`src/rtl/htpa_raster_scan.sv`:
```
// htpa_raster_scan
// Parametrised raster address generator for thermal-matrix frame buffers.
// Walks x across H_ACTIVE+H_BLANK counts per line and y across
// V_ACTIVE+V_BLANK lines per frame. It supports ce pacing, single-shot or
// continuous frames, a graceful stop at the frame end and an immediate abort.
//
// Ports:
//   clk, rst_n          clock and synchronous active-low reset
//   ce                  count enable; the scan advances only when ce=1
//   start, cont         start request (acted on in IDLE) and continuous mode
//   stop, abort         finish the current frame / return to idle at once
//   x, y                current pixel address
//   de, hsync, vsync    data enable and sync levels
//   busy                high while scanning
//   frame_start/done    one-cycle frame markers
//   frame_cnt           completed-frame counter, wraps modulo 2^FCNT_W
module htpa_raster_scan #(
  parameter int H_ACTIVE  = 80,
  parameter int V_ACTIVE  = 64,
  parameter int H_BLANK   = 6,
  parameter int HSYNC_OFS = 2,
  parameter int HSYNC_LEN = 1,
  parameter int V_BLANK   = 0,
  parameter int FCNT_W    = 8,
  parameter int XW        = $clog2(H_ACTIVE + H_BLANK),
  parameter int YW        = ($clog2(V_ACTIVE + V_BLANK) < 1) ? 1 : $clog2(V_ACTIVE + V_BLANK)
) (
  input  logic              clk,
  input  logic              rst_n,
  input  logic              ce,
  input  logic              start,
  input  logic              cont,
  input  logic              stop,
  input  logic              abort,
  output logic [XW-1:0]     x,
  output logic [YW-1:0]     y,
  output logic              de,
  output logic              hsync,
  output logic              vsync,
  output logic              busy,
  output logic              frame_start,
  output logic              frame_done,
  output logic [FCNT_W-1:0] frame_cnt
);

  localparam logic [XW-1:0] X_LAST = XW'(H_ACTIVE + H_BLANK - 1);
  localparam logic [YW-1:0] Y_LAST = YW'(V_ACTIVE + V_BLANK - 1);

  typedef enum logic {IDLE, SCAN} state_t;

  state_t              state_q, state_d;
  logic [XW-1:0]       x_q, x_d;
  logic [YW-1:0]       y_q, y_d;
  logic                cont_q, cont_d;
  logic                stop_q, stop_d;
  logic [FCNT_W-1:0]   cnt_q, cnt_d;
  logic                fs_q, fs_d;
  logic                fd_q, fd_d;
  logic                busy_q, busy_d;
  logic                de_q, de_d;
  logic                hs_q, hs_d;
  logic                vs_q, vs_d;
  logic                stop_seen;

  always_comb begin
    state_d   = state_q;
    x_d       = x_q;
    y_d       = y_q;
    cont_d    = cont_q;
    stop_d    = stop_q;
    cnt_d     = cnt_q;
    fs_d      = 1'b0;
    fd_d      = 1'b0;
    // A stop arriving on the final-count edge still ends continuous mode.
    stop_seen = stop_q | stop;

    case (state_q)
      IDLE: begin
        // Abort outranks start even while idle.
        if (start && !abort) begin
          state_d = SCAN;
          x_d     = '0;
          y_d     = '0;
          cont_d  = cont;
          stop_d  = 1'b0;
          fs_d    = 1'b1;
        end
      end
      SCAN: begin
        if (abort) begin
          state_d = IDLE;
          x_d     = '0;
          y_d     = '0;
          cont_d  = 1'b0;
          stop_d  = 1'b0;
        end else begin
          stop_d = stop_seen;
          if (ce) begin
            if (x_q == X_LAST) begin
              x_d = '0;
              if (y_q == Y_LAST) begin
                y_d   = '0;
                fd_d  = 1'b1;
                cnt_d = cnt_q + 1'b1;
                if (cont_q && !stop_seen) begin
                  fs_d = 1'b1;
                end else begin
                  state_d = IDLE;
                  cont_d  = 1'b0;
                  stop_d  = 1'b0;
                end
              end else begin
                y_d = y_q + 1'b1;
              end
            end else begin
              x_d = x_q + 1'b1;
            end
          end
        end
      end
      default: state_d = IDLE;
    endcase

    // Levels are derived from the next position so they line up with x/y.
    busy_d = (state_d == SCAN);
    de_d   = busy_d && (int'(x_d) < H_ACTIVE) && (int'(y_d) < V_ACTIVE);
    hs_d   = busy_d && (int'(x_d) >= H_ACTIVE + HSYNC_OFS) &&
             (int'(x_d) < H_ACTIVE + HSYNC_OFS + HSYNC_LEN);
    vs_d   = busy_d && (int'(y_d) >= V_ACTIVE);
  end

  always_ff @(posedge clk) begin
    if (!rst_n) begin
      state_q <= IDLE;
      x_q     <= '0;
      y_q     <= '0;
      cont_q  <= 1'b0;
      stop_q  <= 1'b0;
      cnt_q   <= '0;
      fs_q    <= 1'b0;
      fd_q    <= 1'b0;
      busy_q  <= 1'b0;
      de_q    <= 1'b0;
      hs_q    <= 1'b0;
      vs_q    <= 1'b0;
    end else begin
      state_q <= state_d;
      x_q     <= x_d;
      y_q     <= y_d;
      cont_q  <= cont_d;
      stop_q  <= stop_d;
      cnt_q   <= cnt_d;
      fs_q    <= fs_d;
      fd_q    <= fd_d;
      busy_q  <= busy_d;
      de_q    <= de_d;
      hs_q    <= hs_d;
      vs_q    <= vs_d;
    end
  end

  assign x           = x_q;
  assign y           = y_q;
  assign de          = de_q;
  assign hsync       = hs_q;
  assign vsync       = vs_q;
  assign busy        = busy_q;
  assign frame_start = fs_q;
  assign frame_done  = fd_q;
  assign frame_cnt   = cnt_q;

endmodule

```
`config.mk`:
```
export PLATFORM = sky130hd
export DESIGN_NAME = htpa_raster_scan
export DESIGN_NICKNAME = d
export VERILOG_FILES = /design/src/rtl/htpa_raster_scan.sv
export SDC_FILE = /design/constraint.sdc
export NUM_CORES = 1
export LEC_CHECK = 0
export CORE_ASPECT_RATIO = 0.75
export CORE_UTILIZATION = 53
export DETAILED_ROUTE_END_ITERATION = 6
export PLACE_DENSITY = 0.89
export SLEW_MARGIN = 20
export SYNTH_ARGS = -nofsm -noshare
export SYNTH_HDL_FRONTEND = slang
export SYNTH_SLANG_ARGS = --single-unit
```
`constraint.sdc`:
```
create_clock -name clk -period 5.25 [get_ports clk]
set_clock_uncertainty 0.05 [all_clocks]
set_input_delay 1.05 -clock clk [delete_from_list [all_inputs] [get_ports clk]]
set_output_delay 1.05 -clock clk [all_outputs]
set_load 0.02 [all_outputs]
```
==> metrics.csv, run 1 <==
stage;metric;value;unit
sta;rsz0062_at_grt;false;
synthesis;synth.area.mux_share;0.745;%
status;outcome;finished, final reports clean;
synthesis;ys_ff;28;
power;p_comb_share;9.3;%
clock_network;clock-sinks;28;
synthesis;edf_count;0;
synthesis;ys_seq_share;37.1;%
detailed_routing;routed_wl;3690;µm
floorplan;fp.dieW;63.7;µm
power;p_leak;0.711;nW
power;power_combinational;0.0000357;W
synthesis;ys.warnings.count;0;
hold_path;min_path_type;reg2reg;
sta;max_freq;0.332;GHz
synthesis;synthesis.area;1510;µm²
synthesis;synth.avg_cell_area;8.26;µm²
finish;drive_gt1_share;6.16;%
sta;tns;0;ns
synthesis;ys_cells;183;
detailed_routing;drtAntennaViolNets;0;
clock_network;post-cts-setup-buffer-count;0;
power;p_seq;0.000217;W
sta;maxSlewViolCount;0;
power;vdd.ir_drop.worst;0.000136;V
grt;grt_pass1_vias;1285;
place;dpl.hpwl;2720;µm
power;internal_power;0.000296;W
place;numPortBuffers;32;
setup_path;worstSetupStartpointType;primary input;
clock_network;cts_inserted_buffers;3;
clock_network;cts_resized;0;
grt;grt-ovfl-total;0;
clock_network;h-tree-depth;1;
synthesis;ys_types;47;
clock_network;path_clk_slew;0.09;ns
power;power;0.000386;W
clock_network;clkLatencyLatePin;0.27;ns
clock_network;cts_tree;built;
finish;mostFrequentLayoutCell;clkdlybuf4s50_1;
synthesis;yosysChipArea;1510;µm²
detailed_routing;viasPerCell;6.09;
run 1: synthesized netlist by cell type (2+ instances only):
master / number
a21boi_0: 2
a21oi_1: 14
a31oi_1: 2
and2_1: 6
and3_1: 3
buf_4: 2
clkbuf_1: 5
dfxtp_1: 28
ha_1: 4
inv_1: 7
nand2_1: 14
nand2b_1: 3
nand3_1: 11
nand3b_1: 2
nand4_1: 6
nor2_1: 17
nor2b_1: 2
nor3_1: 2
nor4_1: 5
o211ai_1: 3
o21a_1: 4
o21ai_0: 9
o21bai_1: 2
o31ai_1: 2
or4_1: 2
xor2_1: 5
run 1: path summary, 6_finish.rpt:
kind              cells after the start   start  slack (ns)      endpoint
hold / removal                        2  stop_q        0.44        stop_q
hold reg to reg                       2  stop_q        0.44        stop_q
setup / recovery                      6   abort        2.24          y[4]
setup reg to reg                      6    y[0]        2.96  frame_cnt[7]
run 1: final cells by class:
cell class	instances	area, µm²	share of cell area (%)
Inverter	7	26.3	1.39
Tap cell	36	45.0	2.38
Multi-Input combinational cell	140	886	46.8
Sequential cell	28	561	29.6
Clock buffer	4	55.1	2.91
Timing Repair Buffer	32	320	16.9
run 1: per-layer routing:
metal / GRT usage, % / up-vias / share of wire (%)
met2: 45.3 / 81 / 48
met5: 0 / - / 0
met1: 30.4 / 689 / 43
li1: - / 723 / -
met4: 7.73 / 0 / 1.5
met3: 5.61 / 10 / 7.7
run 1: through the flow:
step	setup WS, ns	hold slack [ns]
global placement	2.08	0.416
floorplan	2.84	0.404
finish	2.24	0.442
detailed placement	1.99	0.422
global route	2.16	0.478
CTS	2.27	0.435
run 1: worst max-delay path, cell delays in order:
cell             delay [ns]
clkdlybuf4s50_1        0.55
and2b_1                0.37
o21a_1                 0.29
nand2b_1               0.25
or4_1                  0.49
a21oi_1                0.15
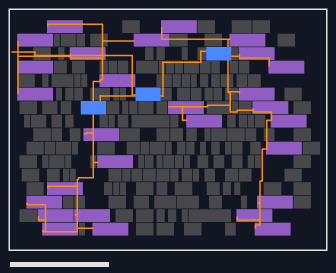
(run_1/clock_map.png)
The bar under the picture is 20 µm long.
[cells driving clock nets] blue | count: 3
[clock wires] orange | length: 300 µm
[flip-flops] purple | count: 28
flops lie: spread over the die
routed clock nets: 4

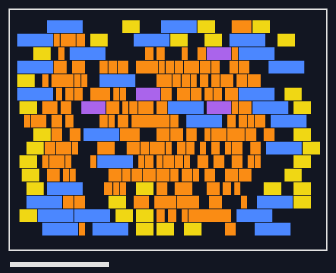
(run_1/cell_classes.png)
The bar under the picture is 20 µm long.
[other buffers and delay cells] yellow | cells: 32 | share of their area: 17%
[flip-flops] blue | cells: 28 | share of their area: 30%
[clock drivers and dummy loads] purple | cells: 4 | share of their area: 3.0%
[all other logic] orange | cells: 147 | share of their area: 49%
num rows: 16
flop share of the area: 29.6%

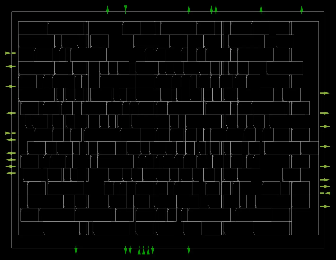
(run_1/final_placement.png)
fin cells: 247
Fillers: 217
core area: 2660 µm²
tap cells: 36
Seq cells: 28

==> run_1/met2.png <==
Cells faint in the background.
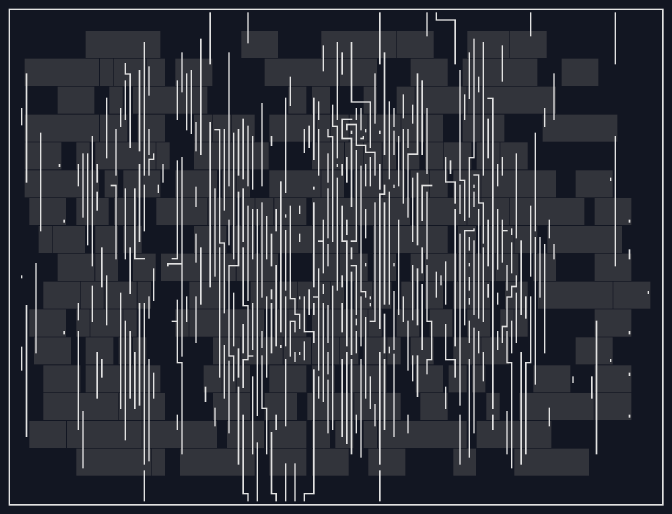

==> inputs of run 2 (changes only) <==
- CORE_UTILIZATION: 53 -> 45
- PLACE_DENSITY: 0.89 -> 0.81
- clock period: 5.25 -> 2.65 ns (I/O delays scaled with it)
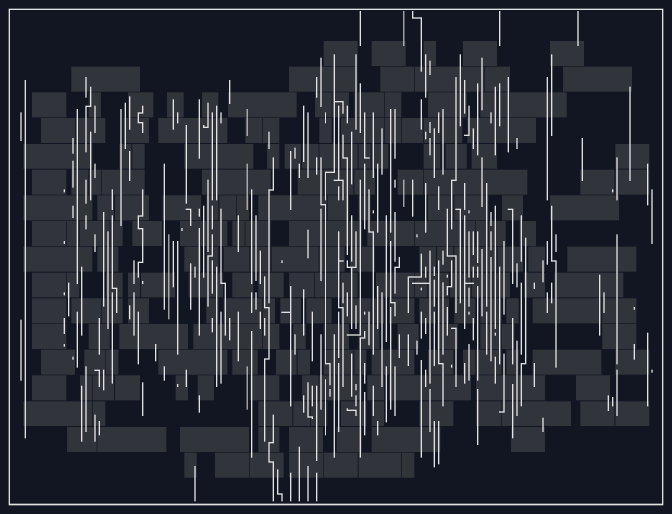
(run_2/met2.png)
Cells faint in the background.
share of all routed wire: 43%
nets with wire on the layer: 195
main direction: vertical
longest straight run: 37.7 µm
wire length on this layer: 1560 µm

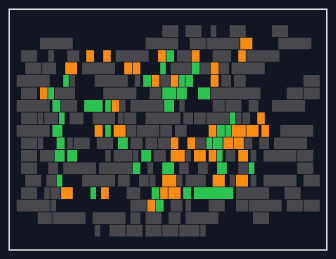
(run_2/gate_families.png)
[NAND gates] green | cells: 39
[inverting AOI/OAI gates] orange | cells: 38
logic share of the area: 44.9%
Commonest Layout Cell: clkdlybuf4s50_1
fin cells: 257

==> metrics.csv, run 2 <==
stage;metric;value;unit;change
status;outcome;finished, final reports clean;;unchanged
synthesis;ys_top_cells_by_count;dfxtp_1, nor2_1, a21oi_1, nand2_1, nand3_1;;unchanged
clock_network;cts_inserted_buffers;3;;unchanged
clock_network;clock-sinks;28;;unchanged
synthesis;top_cell;dfxtp_1;;unchanged
grt;grt_use_met2;37.5;%;was 45.3%
synthesis;ys.warnings.count;0;;unchanged
sta;tns;0;ns;unchanged
floorplan;fp.dieW;68.9;µm;was 63.7 µm
detailed_routing;drtAntennaViolNets;0;;unchanged
grt;grt-ovfl-total;0;;unchanged
clock_network;cts_tree;built;;unchanged
detailed_routing;wl_met1;1710;µm;was 1580 µm
synthesis;edf_count;0;;unchanged
sta;rsz0062_at_grt;false;;unchanged
grt;grt_use_met1;30.3;%;was 30.4%
synthesis;ys_seq_share;37.1;%;unchanged
synthesis;ys_types;47;;unchanged
sta;maxSlewViolCount;0;;unchanged
detailed_routing;top_layer;met4;;unchanged
clock_network;post-cts-setup-buffer-count;0;;unchanged
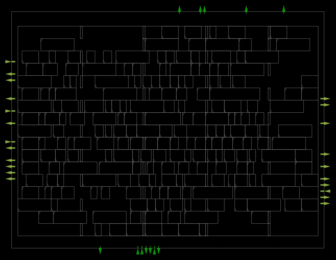
(run_2/final_placement.png)
final core utilization: 64.4%
Fillers: 285
num rows: 17
core area: 3060 µm²

==> run 2: worst max-delay path, stage by stage <==
cell	delay [ns]
clkdlybuf4s50_1	0.53
and2b_1	0.23
o21a_1	0.21
nand2b_1	0.20
or4_1	0.46
a21oi_1	0.15
==> run 2: cell type report <==
type,instances,area (µm²)
Tap cell,38,47.5
Sequential cell,28,561
Multi-Input combinational cell,140,886
Clock buffer,3,41.3
Clock inverter,1,30.0
Fill cell,285,1090
Inverter,7,26.3
Timing Repair Buffer,40,380
==> run 2: power by group <==
part           switching, W  total (W)  internal [W]
clock              0.000131   0.000333      0.000202
sequential       0.00000471   0.000430      0.000426
combinational     0.0000436  0.0000772     0.0000336
total              0.000179   0.000841      0.000661
==> run 2: cells by family after synthesis <==
| logic type | share of synthesized area (%) |
|---|---|
| flops | 37.1 |
| other cells | 0.248 |
| mux | 0.745 |
| buf+inv | 4.30 |
| xor+xnor | 2.90 |
| fa+ha+maj | 3.31 |
| simple gates | 32.9 |
| compound gates | 18.5 |
==> run 2: stage by stage <==
step                      hold WS (ns)  std cells  setup slack (ns)  area, µm²
after CTS                        0.449        257             0.494       1970
after global routing             0.472        257             0.380       1970
after global placement           0.419        253             0.241       1900
after floorplan                  0.404        183             0.455       1510
after detailed placement         0.429        253             0.201       1900
final                            0.443        257             0.491       1970
==> run 2: final timing paths <==
| check | from | endpoint | slack [ns] | cells past startpoint |
|---|---|---|---|---|
| setup / recovery | abort | y[4] | 0.49 | 6 |
| hold reg to reg | frame_cnt[1] | frame_cnt[1] | 0.44 | 2 |
| setup reg to reg | x[0] | y[4] | 0.59 | 6 |
| hold / removal | frame_cnt[1] | frame_cnt[1] | 0.44 | 2 |
==> run_2/cell_classes.png <==
The bar under the picture is 20 µm long.
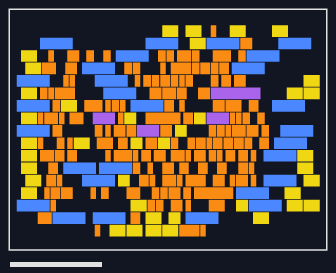

==> inputs of run 3 (changes only) <==
- CORE_UTILIZATION: 45 -> 49
- PLACE_DENSITY: 0.81 -> 0.83
- clock period: 2.65 -> 2.26 ns (I/O delays scaled with it)
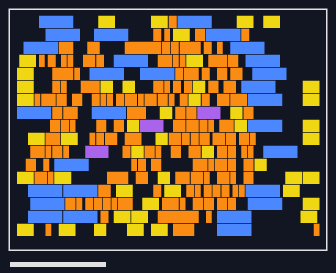
(run_3/cell_classes.png)
The bar under the picture is 20 µm long.
[other buffers and delay cells] yellow | cells: 46 | share of their area: 22%
[cells driving clock nets] purple | cells: 3 | share of their area: 2.1%
[flip-flops] blue | cells: 28 | share of their area: 29%
[all other logic] orange | cells: 147 | share of their area: 47%
final core utilization: 67.7%
flop share of the area: 28.2%
fin area: 1990 µm²
core area: 2940 µm²

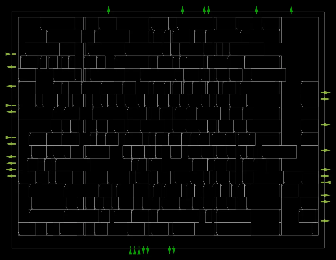
(run_3/final_placement.png)
fin cells: 262
tap cells: 38
Fillers: 243

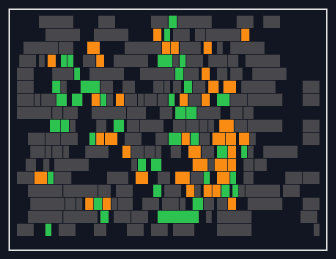
(run_3/gate_families.png)
[inverting AOI/OAI gates] orange | cells: 38
[NAND gates] green | cells: 39

==> metrics.csv, run 3 <==
stage;metric;value;unit;change
status;outcome;finished, final reports clean;;unchanged
synthesis;simple_gate_share;32.9;%;unchanged
power;vdd.ir_drop.worst;0.000292;V;was 0.000336 V
clock_network;cts_tree;built;;unchanged
sta;rsz0062_at_grt;false;;unchanged
floorplan;fp.dieW;66.1;µm;was 68.9 µm
grt;grt-ovfl-total;0;;unchanged
power;power;0.000865;W;was 0.000841 W
setup_path;critical_path.top_delay_family;simple AND/OR/NAND/NOR gates;;unchanged
synthesis;top_cell;dfxtp_1;;unchanged
synthesis;ys_top_logic_family;simple AND/OR/NAND/NOR gates;;unchanged
sta;setup_ws;0.181;ns;was 0.491 ns
clock_network;cts_resized;0;;unchanged
hold_path;min_path_type;reg2reg;;unchanged
synthesis;ys_cells;183;;unchanged
setup_path;worstSetupStartpointType;flip-flop;;was primary input
finish;mostFrequentLayoutCell;clkdlybuf4s50_1;;unchanged
clock_network;clock-sinks;28;;unchanged
sta;maxSlewViolCount;0;;unchanged
sta;max_freq;0.481;GHz;
synthesis;ys_seq_share;37.1;%;unchanged
synthesis;xor_area_share;2.90;%;unchanged
synthesis;synthesis.area;1510;µm²;unchanged
clock_network;path_clk_slew;0.09;ns;was 0.10 ns
power;p_leak;0.772;nW;was 0.757 nW
place;dpl.hpwl;2980;µm;was 2700 µm
synthesis;synthAdderAreaFrac;3.31;%;unchanged
detailed_routing;viasPerCell;5.94;;was 5.67
synthesis;largest_area_cell;dfxtp_1;;unchanged
detailed_routing;drtAntennaViolNets;0;;unchanged
detailed_routing;routed_wl;3860;µm;was 3630 µm
synthesis;yosys.area_share.aoi;18.5;%;unchanged
place;numPortBuffers;32;;unchanged
synthesis;synth.area.mux_share;0.745;%;unchanged
clock_network;post-cts-setup-buffer-count;0;;unchanged
synthesis;ys_types;47;;unchanged
sta;tns;0;ns;unchanged
setup_path;worst-path-buf-inv;0;;was 1
synthesis;ys.warnings.count;0;;unchanged
setup_path;critPathSlowestCell;or4_1;;was clkdlybuf4s50_1
synthesis;ys_ff;28;;unchanged
grt;grt_pass1_vias;1419;;was 1307
clock_network;clkLatencyLatePin;0.27;ns;about the same
synthesis;synth.avg_cell_area;8.26;µm²;unchanged
place;pre_cts_ws;-0.0651;ns;was 0.201 ns
==> run 3: per-stage QoR <==
step	cells	hold slack [ns]	util, %	cell area (µm²)
finish	262	0.440	67.7	1990
global route	262	0.465	67.7	1990
CTS	262	0.441	67.7	1990
detailed placement	259	0.426	66.3	1950
global placement	259	0.417	66.3	1950
floorplan	183	0.404	-	1510
==> run 3: routing by layer <==
metal	track usage, %	vias to the layer above	wire, µm
met4	7.45	0	35
li1	-	748	-
met1	33.3	717	1660
met5	0	-	0
met2	41.7	84	1840
met3	4.86	8	325
==> run 3: power by group <==
group          switching, W  total (W)  internal (W)
Sequential       0.00000563   0.000505      0.000499
Combinational     0.0000540   0.000100     0.0000460
Clock              0.000141   0.000260      0.000119
Total              0.000201   0.000865      0.000665
==> run 3: cell families after synthesis <==
| kind of cell | after synthesis |
|---|---|
| and+or+nand+nor | 85 |
| AOI/OAI and AO/OA | 44 |
| DFF | 28 |
| buffers and inverters | 15 |
| xor gates and xnor gates | 5 |
| adders and majority gates | 4 |
| other | 1 |
| muxes | 1 |
==> run 3: worst paths after layout <==
kind | from | end | slack, ns | depth (start not counted)
max | y[0] | frame_cnt[7] | 0.18 | 6
min | frame_cnt[7] | frame_cnt[7] | 0.44 | 2
max reg2reg | y[0] | frame_cnt[7] | 0.18 | 6
min reg2reg | frame_cnt[7] | frame_cnt[7] | 0.44 | 2
==> run 3: final cells by class <==
cell class                      instances  area [µm²]  area share, %
Sequential cell                        28         561           28.2
Multi-Input combinational cell        140         886           44.6
Tap cell                               38        47.5           2.39
Inverter                                7        26.3           1.32
Timing Repair Buffer                   46         425           21.4
Clock buffer                            3        41.3           2.08
No activity file was given, so power comes from the tool's default toggle rates.
